File: src/rtl/sqrt_float_pkg.sv
// Shared definitions for the float CORDIC square-root path: FSM encoding,
// IEEE single-precision field widths and special-value encodings.
package sqrt_float_pkg;

  localparam int FP_EXP_W = 8;
  localparam int FP_MAN_W = 23;
  localparam int FP_BIAS  = 127;

  localparam logic [31:0] QNAN = 32'h7FC0_0000;
  localparam logic [31:0] PINF = 32'h7F80_0000;

  typedef enum logic [1:0] {
    IDLE  = 2'd0,
    NORM  = 2'd1,
    ROUND = 2'd2,
    PACK  = 2'd3
  } state_t;

endpackage

File: src/rtl/fp_round_rne.sv
// Round-to-nearest-even on a truncated fraction given guard and sticky bits.
// Purely combinational; carry flags an all-ones fraction wrapping to zero.
module fp_round_rne #(
  parameter int W = 23
) (
  input  logic [W-1:0] frac,
  input  logic         guard,
  input  logic         sticky,
  output logic [W-1:0] frac_out,
  output logic         carry
);

  logic round_up_s;

  // Increment on guard when above half-way or tied with an odd LSB.
  always_comb begin
    round_up_s = guard & (sticky | frac[0]);
    {carry, frac_out} = {1'b0, frac} + {{W{1'b0}}, round_up_s};
  end

endmodule

File: src/rtl/sqrt_float_pack.sv
// Output stage of the CORDIC square root: captures the raw root, normalises it
// one bit per cycle, rounds to nearest-even and packs an IEEE single word.
module sqrt_float_pack
  import sqrt_float_pkg::*;
#(
  parameter int MW    = 32,
  parameter int EXP_W = FP_EXP_W,
  parameter int MAN_W = FP_MAN_W,
  parameter int BIAS  = FP_BIAS
) (
  input  logic               clk,
  input  logic               rst,
  input  logic               in_valid,
  input  logic               in_sign,
  input  logic               in_neg,
  input  logic               in_zero,
  input  logic [EXP_W+1:0]   in_exp,
  input  logic [MW-1:0]      in_mant,
  output logic               in_ready,
  output logic [31:0]        result,
  output logic               out_valid,
  output logic               overrun
);

  localparam int EW = EXP_W + 3;
  localparam int GUARD_BIT = MW - 3 - MAN_W;
  localparam logic [MW-1:0] LOW_MASK = (MW'(1) << GUARD_BIT) - MW'(1);
  localparam logic signed [EW-1:0] BIAS_EXT = EW'(BIAS);
  localparam logic signed [EW-1:0] EXP_MAX = EW'((1 << EXP_W) - 1);
  localparam logic signed [EW-1:0] EXP_ZERO = EW'(0);

  state_t                  state_r;
  logic                    sign_r;
  logic                    neg_r;
  logic                    zero_r;
  logic                    sticky_r;
  logic [MW-1:0]           mant_r;
  logic signed [EW-1:0]    exp_r;
  logic [MAN_W-1:0]        frac_r;

  logic [MAN_W-1:0]        rnd_frac_s;
  logic                    rnd_carry_s;
  logic                    guard_s;
  logic                    sticky_s;
  logic signed [EW-1:0]    biased_s;
  logic [31:0]             pack_s;

  assign in_ready = (state_r == IDLE);

  // Guard and sticky taken with the leading one sitting at bit MW-2.
  always_comb begin
    guard_s  = mant_r[GUARD_BIT];
    sticky_s = (|(mant_r & LOW_MASK)) | sticky_r;
  end

  fp_round_rne #(.W(MAN_W)) u_round (
    .frac     (mant_r[MW-3 -: MAN_W]),
    .guard    (guard_s),
    .sticky   (sticky_s),
    .frac_out (rnd_frac_s),
    .carry    (rnd_carry_s)
  );

  // Final word selection; the root is non-negative except for signed zero.
  always_comb begin
    biased_s = exp_r + BIAS_EXT;
    if (neg_r) begin
      pack_s = QNAN;
    end else if (zero_r) begin
      pack_s = {sign_r, {(EXP_W + MAN_W){1'b0}}};
    end else if (biased_s >= EXP_MAX) begin
      pack_s = PINF;
    end else if (biased_s <= EXP_ZERO) begin
      pack_s = 32'h0000_0000;
    end else begin
      pack_s = {1'b0, biased_s[EXP_W-1:0], frac_r};
    end
  end

  // Capture, normalise, round and pack sequencer with registered outputs.
  always_ff @(posedge clk or negedge rst) begin
    if (!rst) begin
      state_r   <= IDLE;
      sign_r    <= 1'b0;
      neg_r     <= 1'b0;
      zero_r    <= 1'b0;
      sticky_r  <= 1'b0;
      mant_r    <= {MW{1'b0}};
      exp_r     <= {EW{1'b0}};
      frac_r    <= {MAN_W{1'b0}};
      result    <= 32'h0000_0000;
      out_valid <= 1'b0;
      overrun   <= 1'b0;
    end else begin
      out_valid <= 1'b0;
      overrun   <= in_valid && (state_r != IDLE);
      case (state_r)
        IDLE: begin
          if (in_valid) begin
            sign_r   <= in_sign;
            neg_r    <= in_neg;
            zero_r   <= in_zero;
            sticky_r <= 1'b0;
            mant_r   <= in_mant;
            exp_r    <= {in_exp[EXP_W+1], in_exp};
            state_r  <= (in_neg || in_zero) ? PACK : NORM;
          end
        end
        NORM: begin
          if (mant_r == {MW{1'b0}}) begin
            zero_r  <= 1'b1;
            state_r <= PACK;
          end else if (mant_r[MW-1]) begin
            mant_r   <= mant_r >> 1;
            sticky_r <= sticky_r | mant_r[0];
            exp_r    <= exp_r + EW'(1);
          end else if (!mant_r[MW-2]) begin
            mant_r <= mant_r << 1;
            exp_r  <= exp_r - EW'(1);
          end else begin
            state_r <= ROUND;
          end
        end
        ROUND: begin
          frac_r <= rnd_frac_s;
          if (rnd_carry_s) begin
            exp_r <= exp_r + EW'(1);
          end
          state_r <= PACK;
        end
        PACK: begin
          result    <= pack_s;
          out_valid <= 1'b1;
          state_r   <= IDLE;
        end
        default: begin
          state_r <= IDLE;
        end
      endcase
    end
  end

endmodule

File: config.mk
export PLATFORM = sky130hd
export DESIGN_NAME = sqrt_float_pack
export DESIGN_NICKNAME = d
export VERILOG_FILES = /design/src/rtl/sqrt_float_pkg.sv /design/src/rtl/fp_round_rne.sv /design/src/rtl/sqrt_float_pack.sv
export SDC_FILE = /design/constraint.sdc
export NUM_CORES = 1
export LEC_CHECK = 0
export ABC_AREA = 1
export ABC_CLOCK_PERIOD_IN_PS = 2650
export CORE_UTILIZATION = 35
export CTS_BUF_LIST = sky130_fd_sc_hd__clkbuf_8 sky130_fd_sc_hd__clkbuf_16
export CTS_CLUSTER_SIZE = 20
export DETAILED_ROUTE_END_ITERATION = 10
export GPL_TIMING_DRIVEN = 1
export PLACE_DENSITY = 0.58
export SYNTH_ARGS = -nofsm -noshare
export SYNTH_HDL_FRONTEND = slang
export SYNTH_SLANG_ARGS = --single-unit
File: constraint.sdc
create_clock -name clk -period 2.65 [get_ports clk]
set_input_delay 0.265 -clock clk [delete_from_list [all_inputs] [get_ports clk]]
set_output_delay 0.265 -clock clk [all_outputs]
set_load 0.01 [all_outputs]
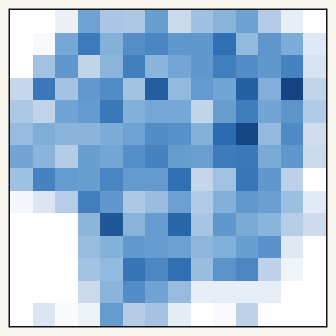
**Above:** run 1 (cell area per tile).
The die is cut into 14 by 14 equal tiles; white is low, dark blue is high, 0 to 100% covered.
nearly empty tiles = 14%
fullest tile = 92%
mean over tiles = 40%
tiles over 75% full = 3.6%

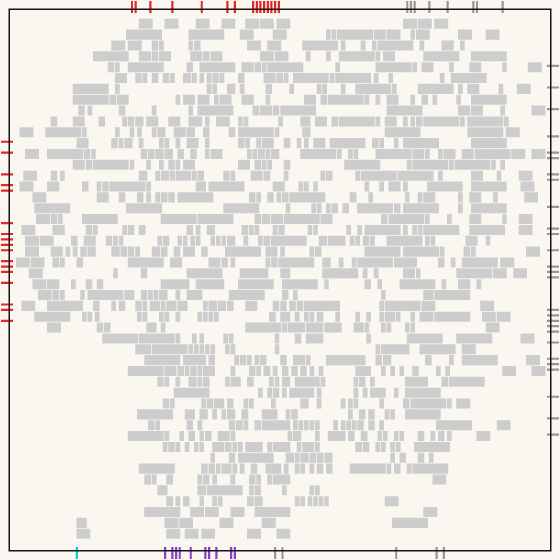
**Above:** run 1 (ports around the boundary).
Pins as bars across the die edge, other pins in grey.
rst -> cyan  # pins 1, direction input, edge bottom
in_exp -> purple  # pins 10, direction input, edge bottom
in_mant -> red  # pins 32, direction input, edge 17 left, 15 top
all pins by edge = 27 right, 23 top, 17 left, 16 bottom

==> flow_metrics.rpt, run 1 <==
RUN METRICS
----------------------------------------------------
[Global routing]
  Wire length of the first global-routing pass ........................ 27.0 mm
  Grt met2 use ........................ 26.7%
  Global Route met3 Usage ........................ 2.43%
  Total congestion overflow ........................ 0
  Met1 demand-to-capacity share in global routing ........................ 29.2%
  All-Layer GR Usage ........................ 18.8%
  Initial antenna violation count ........................ 0

[Drt]
  Total DRC errors in the routed layout ........................ 0
  Post-detailed-route via-to-cell ratio ........................ 5.05
  Wire length on met2 ........................ 6.86 mm
  TritonRoute pass-1 iters ........................ 5
  First DRT Iteration DRCs ........................ 451
  Max layer used ........................ met4
  Wire length on met1 ........................ 8.54 mm
  Routed Wire Length ........................ 16.4 mm

[Status]
  Status ........................ completed

[Setup path]
  End point of the critical path ........................ result[16]
  Critical path buffer and inverter count ........................ 3
  Critical-path top delay cell ........................ sky130_fd_sc_hd__dfrtp_1
  Worst-path cell chain ........................ inv_1 > ha_1 > inv_2 > nor2_8 > nand3_4 > nand3_4 > xor2_4 > a21boi_2 > nand2_2 > buf_12 > o21ai_0
  R2r worst-path depth ........................ 11
  Most common cell type on the critical path ........................ sky130_fd_sc_hd__nand3_4
  Critical Setup Path Class ........................ register to register

[Place]
  Worst slack at placement ........................ 0.319 ns
  Placed cells ........................ 1,097

[Clocking]
  Clock root buffer ........................ sky130_fd_sc_hd__clkbuf_16
  Clock tree from TritonCTS ........................ done
  Clock Sink Count ........................ 106
  Insertion Delay late pin ........................ 0.36 ns
  H-tree depth ........................ 3
  Post-CTS resize count ........................ 0

[Synth]
  Yosys Instances ........................ 810
  Cell types with the largest area share after synthesis ........................ sky130_fd_sc_hd__dfrtp_1, sky130_fd_sc_hd__nand2_1, sky130_fd_sc_hd__o21ai_0, sky130_fd_sc_hd__inv_1, sky130_fd_sc_hd__a221oi_1
  Cell Area, Synth ........................ 6230 sq um
  Count of flip-flops with a built-in enable after synthesis ........................ 0
  YS chip area ........................ 6230 sq um
  Top cells by instance count after synthesis ........................ sky130_fd_sc_hd__nand2_1, sky130_fd_sc_hd__dfrtp_1, sky130_fd_sc_hd__inv_1
  Asr flop ratio synth ........................ 100%

[Final layout]
  Number of multi-input combinational cells in the layout ........................ 593
  Most used logic cell in the final layout ........................ sky130_fd_sc_hd__nand2_1
  Fraction of final layout cells sized beyond drive strength 1 ........................ 9.11%
  Area taken by flip-flops and latches ........................ 2650 sq um
  Total inserted antenna cells ........................ 0
  Number of clock-tree buffers in the layout ........................ 9

[Power and ir drop]
  Share of power burned in registers ........................ 32.2%
  Combinational power ........................ 5.06 mW
  Sequential logic power ........................ 3.06 mW
  Clock Power Share ........................ 14.7%
  Cell-internal power ........................ 4.91 mW
  Power density normalized to cell area ........................ 1250 nW/um^2

[Timing]
  Final setup violation count ........................ 0
  Max-Slew Margin vs Limit ........................ 40.4%
  Min cycle time layout ........................ 2.33 ns
  Setup repair after global routing missed its margin ........................ no

[Floorplan]
  Die footprint ........................ 18,300 sq um
  Fp_density ........................ 35.9%
  Die width ........................ 135 um
  Tap cell instance count ........................ 225

[Flow run]
  Total tool warning count ........................ 32
  Max-cap violation count ........................ 0

----------------------------------------------------
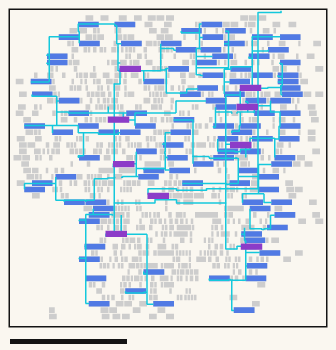
**Above:** run 1 (clock network drawn from the DEF).
The bar under the picture is 50 um long.
clock drivers -> purple  # count 9
flip-flops -> blue  # count 106
clock wires -> cyan  # length 1,450 um
routed clock nets = 10

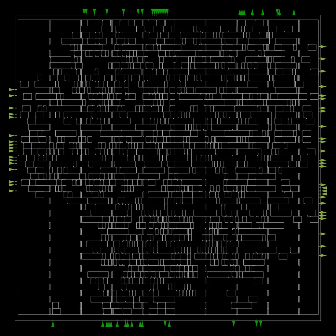
**Above:** run 1 (placed standard cells).
filler cell count: 1,789
number of cells in the finished layout apart from fillers: 1,114
core footprint: 17,400 sq um
sequential share of cell area: 34.8%
Seq Cell Count: 106

==> run 1: logic make-up after synthesis <==
logic type	after synthesis	synth area share (%)
simple gates	404	28.7
fa+ha+maj	9	1.81
xor+xnor	19	2.97
flops	106	42.6
buf+inv	111	7.52
compound gates	161	16.4
==> run 1: repair_timing <==
action / 4_1_cts / 5_1_grt
hold buffers: 1 / 0
setup endpoints to repair: 0 / 0
hold endpoints to repair: 37 / 0
==> run 1: state kept, by name, summed over array words and instances, names as in the netlist <==
| name | flops |
|---|---|
| mant_r | 32 |
| result | 32 |
| frac_r | 23 |
| exp_r | 11 |
| state_r | 2 |
| neg_r | 1 |
| out_valid | 1 |
| overrun | 1 |
| sign_r | 1 |
| sticky_r | 1 |
| zero_r | 1 |
==> run 2, diff against run 1 <==
--- a/config.mk
+++ b/config.mk
@@ -7,6 +7,7 @@
 export LEC_CHECK = 0
 export ABC_AREA = 1
 export ABC_CLOCK_PERIOD_IN_PS = 2650
+export CORE_ASPECT_RATIO = 2
 export CORE_UTILIZATION = 35
 export CTS_BUF_LIST = sky130_fd_sc_hd__clkbuf_8 sky130_fd_sc_hd__clkbuf_16
 export CTS_CLUSTER_SIZE = 20
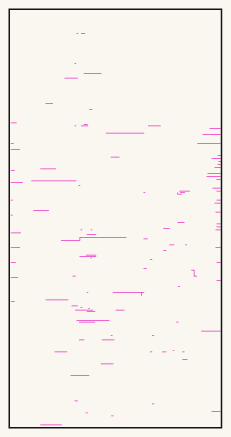
**Above:** run 2 (metal 3).
main direction = horizontal
nets with wire on the layer = 76
wire length on this layer = 386 um
longest straight run = 21.2 um

==> run 2 against run 1 <==
Area after synthesis unchanged. Via count increased by 2.0%. Utilization decreased by 0.094 points. Register-to-register slack got worse by 0.03 ns. Worst hold slack improved by 0.015 ns. Largest cell class unchanged. Largest power group unchanged. Highest routed layer unchanged.
==> flow_metrics.rpt, run 2 <==
RUN METRICS
----------------------------------------------------
[Drt]
  Wire length on met1 ........................ 6.80 mm (was 8.54 mm)
  Max layer used ........................ met4 (unchanged)
  Wire length on met2 ........................ 9.99 mm (was 6.86 mm)
  Total DRC errors in the routed layout ........................ 0 (unchanged)
  Routed Wire Length ........................ 18.2 mm (was 16.4 mm)
  Post-detailed-route via-to-cell ratio ........................ 5.21 (was 5.05)
  TritonRoute pass-1 iters ........................ 5 (unchanged)
  First DRT Iteration DRCs ........................ 252 (was 451)
  Detailed-route wire length per cell ........................ 16.5 um (was 14.8 um)

[Setup path]
  Most common cell type on the critical path ........................ sky130_fd_sc_hd__nand2_1 (was sky130_fd_sc_hd__nand3_4)
  Worst-path cell chain ........................ inv_1 > ha_1 > inv_2 > nor2_8 > inv_1 > nand2_1 > inv_1 > nor2_1 > nand2_1 > nor2_1 > nand2_1 > nand2_1 > nand2_4 > nand2_2 > buf_12 > o21ai_0 (was inv_1 > ha_1 > inv_2 > nor2_8 > nand3_4 > nand3_4 > xor2_4 > a21boi_2 > nand2_2 > buf_12 > o21ai_0)
  Critical Setup Path Class ........................ register to register (unchanged)
  R2r worst-path depth ........................ 16 (was 11)
  End point of the critical path ........................ result[16] (unchanged)
  Critical-path top delay cell ........................ sky130_fd_sc_hd__dfrtp_1 (unchanged)
  Critical path buffer and inverter count ........................ 5 (was 3)

[Floorplan]
  Fp_density ........................ 35.9% (unchanged)
  Die footprint ........................ 18,400 sq um (was 18,300 sq um)
  Die Height ........................ 191 um (was 135 um)
  Die width ........................ 96.3 um (was 135 um)
  Core footprint ........................ 17,400 sq um (unchanged)

[Global routing]
  Total congestion overflow ........................ 0 (unchanged)
  Via count of the first global-routing pass ........................ 5,682 (was 5,149)
  Initial antenna violation count ........................ 0 (unchanged)
  All-Layer GR Usage ........................ 21.0% (was 18.8%)
  Wire length of the first global-routing pass ........................ 29.2 mm (was 27.0 mm)
  Met1 demand-to-capacity share in global routing ........................ 22.4% (was 29.2%)
  Global Route met3 Usage ........................ 2.03% (was 2.43%)
  Grt met2 use ........................ 38.8% (was 26.7%)

[Synth]
  Cell Area, Synth ........................ 6230 sq um (unchanged)
  Asr flop ratio synth ........................ 100% (unchanged)
  YS chip area ........................ 6230 sq um (unchanged)
  Count of flip-flops with a built-in enable after synthesis ........................ 0 (unchanged)
  Yosys Instances ........................ 810 (unchanged)
  Simple share ........................ 28.7% (unchanged)
  Top cells by instance count after synthesis ........................ sky130_fd_sc_hd__nand2_1, sky130_fd_sc_hd__dfrtp_1, sky130_fd_sc_hd__inv_1 (unchanged)
  Top logic family ........................ simple AND/OR/NAND/NOR gates (unchanged)
  Fraction of the mapped netlist area in adder cells ........................ 1.81% (unchanged)
  Xor/xnor share of the synthesized area ........................ 2.97% (unchanged)
  Cell types with the largest area share after synthesis ........................ sky130_fd_sc_hd__dfrtp_1, sky130_fd_sc_hd__nand2_1, sky130_fd_sc_hd__o21ai_0, sky130_fd_sc_hd__inv_1, sky130_fd_sc_hd__a221oi_1 (unchanged)
  Mux share ........................ 0% (unchanged)
  Ao+oa area frac ........................ 16.4% (unchanged)
  Post-synth net total ........................ 867 (unchanged)

[Final layout]
  Final-stage net count ........................ 944 (was 941)
  Total inserted antenna cells ........................ 0 (unchanged)
  Most used logic cell in the final layout ........................ sky130_fd_sc_hd__nand2_1 (unchanged)
  Largest registers in the final layout ........................ mant_r: 32 flops, result: 32 flops, frac_r: 23 flops (unchanged)
  Number of cells in the finished layout apart from fillers ........................ 1,102 (was 1,114)
  Filler cell count ........................ 1,791 (was 1,789)
  Fraction of final layout cells sized beyond drive strength 1 ........................ 9.42% (was 9.11%)

[Clocking]
  Clock root buffer ........................ sky130_fd_sc_hd__clkbuf_16 (unchanged)
  Number of buffers added for setup after CTS ........................ 0 (unchanged)
  Clock tree from TritonCTS ........................ done (unchanged)
  Maximum clock insertion buffer count ........................ 2 (unchanged)
  Insertion Delay late pin ........................ 0.35 ns (was 0.36 ns)
  Post-CTS resize count ........................ 0 (unchanged)
  H-tree depth ........................ 3 (unchanged)
  Total of hold buffers inserted after clock tree synthesis ........................ 1 (unchanged)
  Clock Sink Count ........................ 106 (unchanged)

[Power and ir drop]
  Sequential logic power ........................ 3.10 mW (was 3.06 mW)
  Combinational power ........................ 5.19 mW (was 5.06 mW)
  Power density normalized to cell area ........................ 1270 nW/um^2 (was 1250 nW/um^2)
  Cell-internal power ........................ 4.93 mW (was 4.91 mW)
  Clock Power Share ........................ 13.9% (was 14.7%)
  Share of power burned in registers ........................ 32.2% (about the same)

[Flow run]
  Total tool warning count ........................ 32 (unchanged)
  Max-cap violation count ........................ 0 (unchanged)

[Min path]
  Terminating pin of the worst hold path ........................ sign_r

[Timing]
  Final Hold Vio Count ........................ 0 (unchanged)
  Setup Total Neg Slack ........................ 0 ns (unchanged)
  Final setup violation count ........................ 0 (unchanged)
  Max-Slew Margin vs Limit ........................ 55.8% (was 40.4%)
  Setup repair after global routing missed its margin ........................ no (unchanged)
  Min cycle time layout ........................ 2.36 ns (was 2.33 ns)

[Status]
  Status ........................ completed (unchanged)

[Place]
  Port Buffer Count ........................ 82 (unchanged)
  Worst slack at placement ........................ 0.297 ns (was 0.319 ns)
  Placed cells ........................ 1,085 (was 1,097)

----------------------------------------------------
run 2: netlist changes by cell type in the layout (fill, tap and decap cells not counted):
cell / delta
sky130_fd_sc_hd__buf_4: +3
sky130_fd_sc_hd__clkinv_2: +1
sky130_fd_sc_hd__clkinv_4: +1
sky130_fd_sc_hd__clkinv_8: -2
sky130_fd_sc_hd__clkinvlp_4: +1
sky130_fd_sc_hd__inv_6: -1
run 2: cell type report:
type	count	area (sq um)	area share [%]
Tap cell	210	263	3.46
Multi-Input combinational cell	593	3110	40.9
Clock buffer	9	225	2.96
Clock inverter	7	68.8	0.905
Timing Repair Buffer	100	993	13.1
Inverter	77	289	3.80
Sequential cell	106	2650	34.9
==> run 3, diff against run 2 <==
--- a/config.mk
+++ b/config.mk
@@ -13,6 +13,7 @@
 export CTS_CLUSTER_SIZE = 20
 export DETAILED_ROUTE_END_ITERATION = 10
 export GPL_TIMING_DRIVEN = 1
+export MAX_ROUTING_LAYER = met4
 export PLACE_DENSITY = 0.58
 export SYNTH_ARGS = -nofsm -noshare
 export SYNTH_HDL_FRONTEND = slang
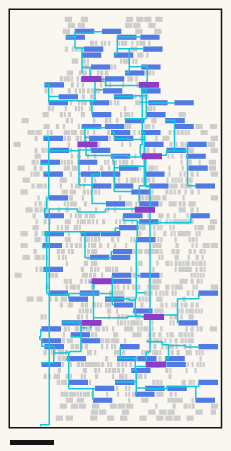
**Above:** run 3 (clock network drawn from the DEF).
The bar under the picture is 20 um long.
clock wires -> cyan  # length 1,490 um
clock drivers -> purple  # count 9
flip-flops -> blue  # count 106
routed clock nets = 10
flops lie = spread over the die

==> run 3 against run 2 <==
Total power shrank 0.14%. Synthesized cell count is the same. Critical endpoint unchanged. Flip-flop count is the same. Count of clock-buffer cells in the layout is the same. Critical path type unchanged. Largest cell class unchanged. Largest power group unchanged. Setup slack gained 0.0048 ns.
==> flow_metrics.rpt, run 3 <==
RUN METRICS
----------------------------------------------------
[Final layout]
  Multi-input combinational cell area ........................ 3110 sq um (unchanged)
  Share of final layout cell area taken by non-clock buffers ........................ 13.1% (about the same)
  Sequential share of cell area ........................ 35.0% (was 34.9%)
  Layout buffer count excluding clock buffers ........................ 100 (unchanged)
  Fraction of final layout cells sized beyond drive strength 1 ........................ 9.42% (unchanged)
  Number of cells in the finished layout apart from fillers ........................ 1,102 (unchanged)
  Final-stage net count ........................ 944 (unchanged)
  Seq Cell Count ........................ 106 (unchanged)
  Total inserted antenna cells ........................ 0 (unchanged)
  Largest registers in the final layout ........................ mant_r: 32 flops, result: 32 flops, frac_r: 23 flops (unchanged)
  Filler cell count ........................ 1,816 (was 1,791)
  Number of signal-net inverters in the final layout ........................ 77 (unchanged)
  Number of multi-input combinational cells in the layout ........................ 593 (unchanged)
  Cell class ranked first by area ........................ multi-input combinational cells (unchanged)

[Power and ir drop]
  Power density normalized to cell area ........................ 1270 nW/um^2 (about the same)
  Combinational power ........................ 5.21 mW (was 5.19 mW)
  Clock Power Share ........................ 13.6% (was 13.9%)
  Share of power burned in registers ........................ 32.3% (was 32.2%)
  Sequential logic power ........................ 3.11 mW (was 3.10 mW)
  Cell-internal power ........................ 4.92 mW (was 4.93 mW)

[Drt]
  Wire length on met1 ........................ 6.73 mm (was 6.80 mm)
  Routed Wire Length ........................ 18.5 mm (was 18.2 mm)
  TritonRoute pass-1 iters ........................ 5 (unchanged)
  Wire length on met2 ........................ 10.2 mm (was 9.99 mm)
  Detailed-route wire length per cell ........................ 16.8 um (was 16.5 um)
  Max layer used ........................ met4 (unchanged)
  Total DRC errors in the routed layout ........................ 0 (unchanged)

[Synth]
  YS chip area ........................ 6230 sq um (unchanged)
  Count of flip-flops with a built-in enable after synthesis ........................ 0 (unchanged)
  Cell types with the largest area share after synthesis ........................ sky130_fd_sc_hd__dfrtp_1, sky130_fd_sc_hd__nand2_1, sky130_fd_sc_hd__o21ai_0, sky130_fd_sc_hd__inv_1, sky130_fd_sc_hd__a221oi_1 (unchanged)
  Top cells by instance count after synthesis ........................ sky130_fd_sc_hd__nand2_1, sky130_fd_sc_hd__dfrtp_1, sky130_fd_sc_hd__inv_1 (unchanged)
  Yosys Instances ........................ 810 (unchanged)
  Cell Area, Synth ........................ 6230 sq um (unchanged)

[Global routing]
  Total congestion overflow ........................ 0 (unchanged)
  Wire length of the first global-routing pass ........................ 29.9 mm (was 29.2 mm)
  All-Layer GR Usage ........................ 22.4% (was 21.0%)
  Grt met2 use ........................ 40.2% (was 38.8%)
  Met1 demand-to-capacity share in global routing ........................ 22.5% (was 22.4%)
  Global Route met3 Usage ........................ 2.75% (was 2.03%)
  Via count of the first global-routing pass ........................ 5,892 (was 5,682)

[Clocking]
  Clock root buffer ........................ sky130_fd_sc_hd__clkbuf_16 (unchanged)
  Clock tree from TritonCTS ........................ done (unchanged)
  Insertion Delay late pin ........................ 0.36 ns (was 0.35 ns)
  Maximum clock insertion buffer count ........................ 2 (unchanged)
  Post-CTS resize count ........................ 0 (unchanged)

[Flow run]
  Max-cap violation count ........................ 0 (unchanged)

[Place]
  Worst slack at placement ........................ 0.314 ns (was 0.297 ns)
  Port Buffer Count ........................ 82 (unchanged)
  Placed cells ........................ 1,085 (unchanged)

[Status]
  Status ........................ completed (unchanged)

[Timing]
  Min cycle time layout ........................ 2.36 ns (about the same)
  Max-Slew Margin vs Limit ........................ 68.2% (was 55.8%)
  Setup repair after global routing missed its margin ........................ no (unchanged)
  Setup Total Neg Slack ........................ 0 ns (unchanged)

[Setup path]
  Worst-path cell chain ........................ inv_1 > ha_1 > inv_2 > nor2_8 > nand3_4 > nand3_4 > xor2_4 > a21boi_2 > nand2_2 > buf_12 > o21ai_0 (was inv_1 > ha_1 > inv_2 > nor2_8 > inv_1 > nand2_1 > inv_1 > nor2_1 > nand2_1 > nor2_1 > nand2_1 > nand2_1 > nand2_4 > nand2_2 > buf_12 > o21ai_0)
  Most common cell type on the critical path ........................ sky130_fd_sc_hd__nand3_4 (was sky130_fd_sc_hd__nand2_1)
  Critical path buffer and inverter count ........................ 3 (was 5)
  Critical-path top delay cell ........................ sky130_fd_sc_hd__dfrtp_1 (unchanged)
  Critical Setup Path Class ........................ register to register (unchanged)

[Floorplan]
  Die footprint ........................ 18,400 sq um (unchanged)
  Die width ........................ 96.3 um (unchanged)
  Tap cell instance count ........................ 210 (unchanged)
  Die Height ........................ 191 um (unchanged)
  Core footprint ........................ 17,400 sq um (unchanged)

----------------------------------------------------
[run 3: cell counts after synthesis]
Identical to the previous run, type by type.
[run 3: kinds of logic after synthesis]
logic type / synth area share, %
xor gates and xnor gates: 2.97
and+or+nand+nor: 28.7
buffers and inverters: 7.52
DFF: 42.6
AOI/OAI and AO/OA: 16.4
adders and majority gates: 1.81
[run 3: path summary, 6_finish.rpt]
path / from / to / slack, ns / cells after the start
worst max-delay path: exp_r[0] / result[16] / 0.29 / 11
worst min-delay path: rst / exp_r[8] / 0.33 / 2
worst max register to register: exp_r[0] / result[16] / 0.29 / 11
worst min register to register: mant_r[0] / mant_r[0] / 0.48 / 2
max in group asynchronous: rst / frac_r[19] / 1.63 / 3
min in group clk: in_sign / sign_r / 0.44 / 3
Power is estimated from default activity; no workload was simulated.
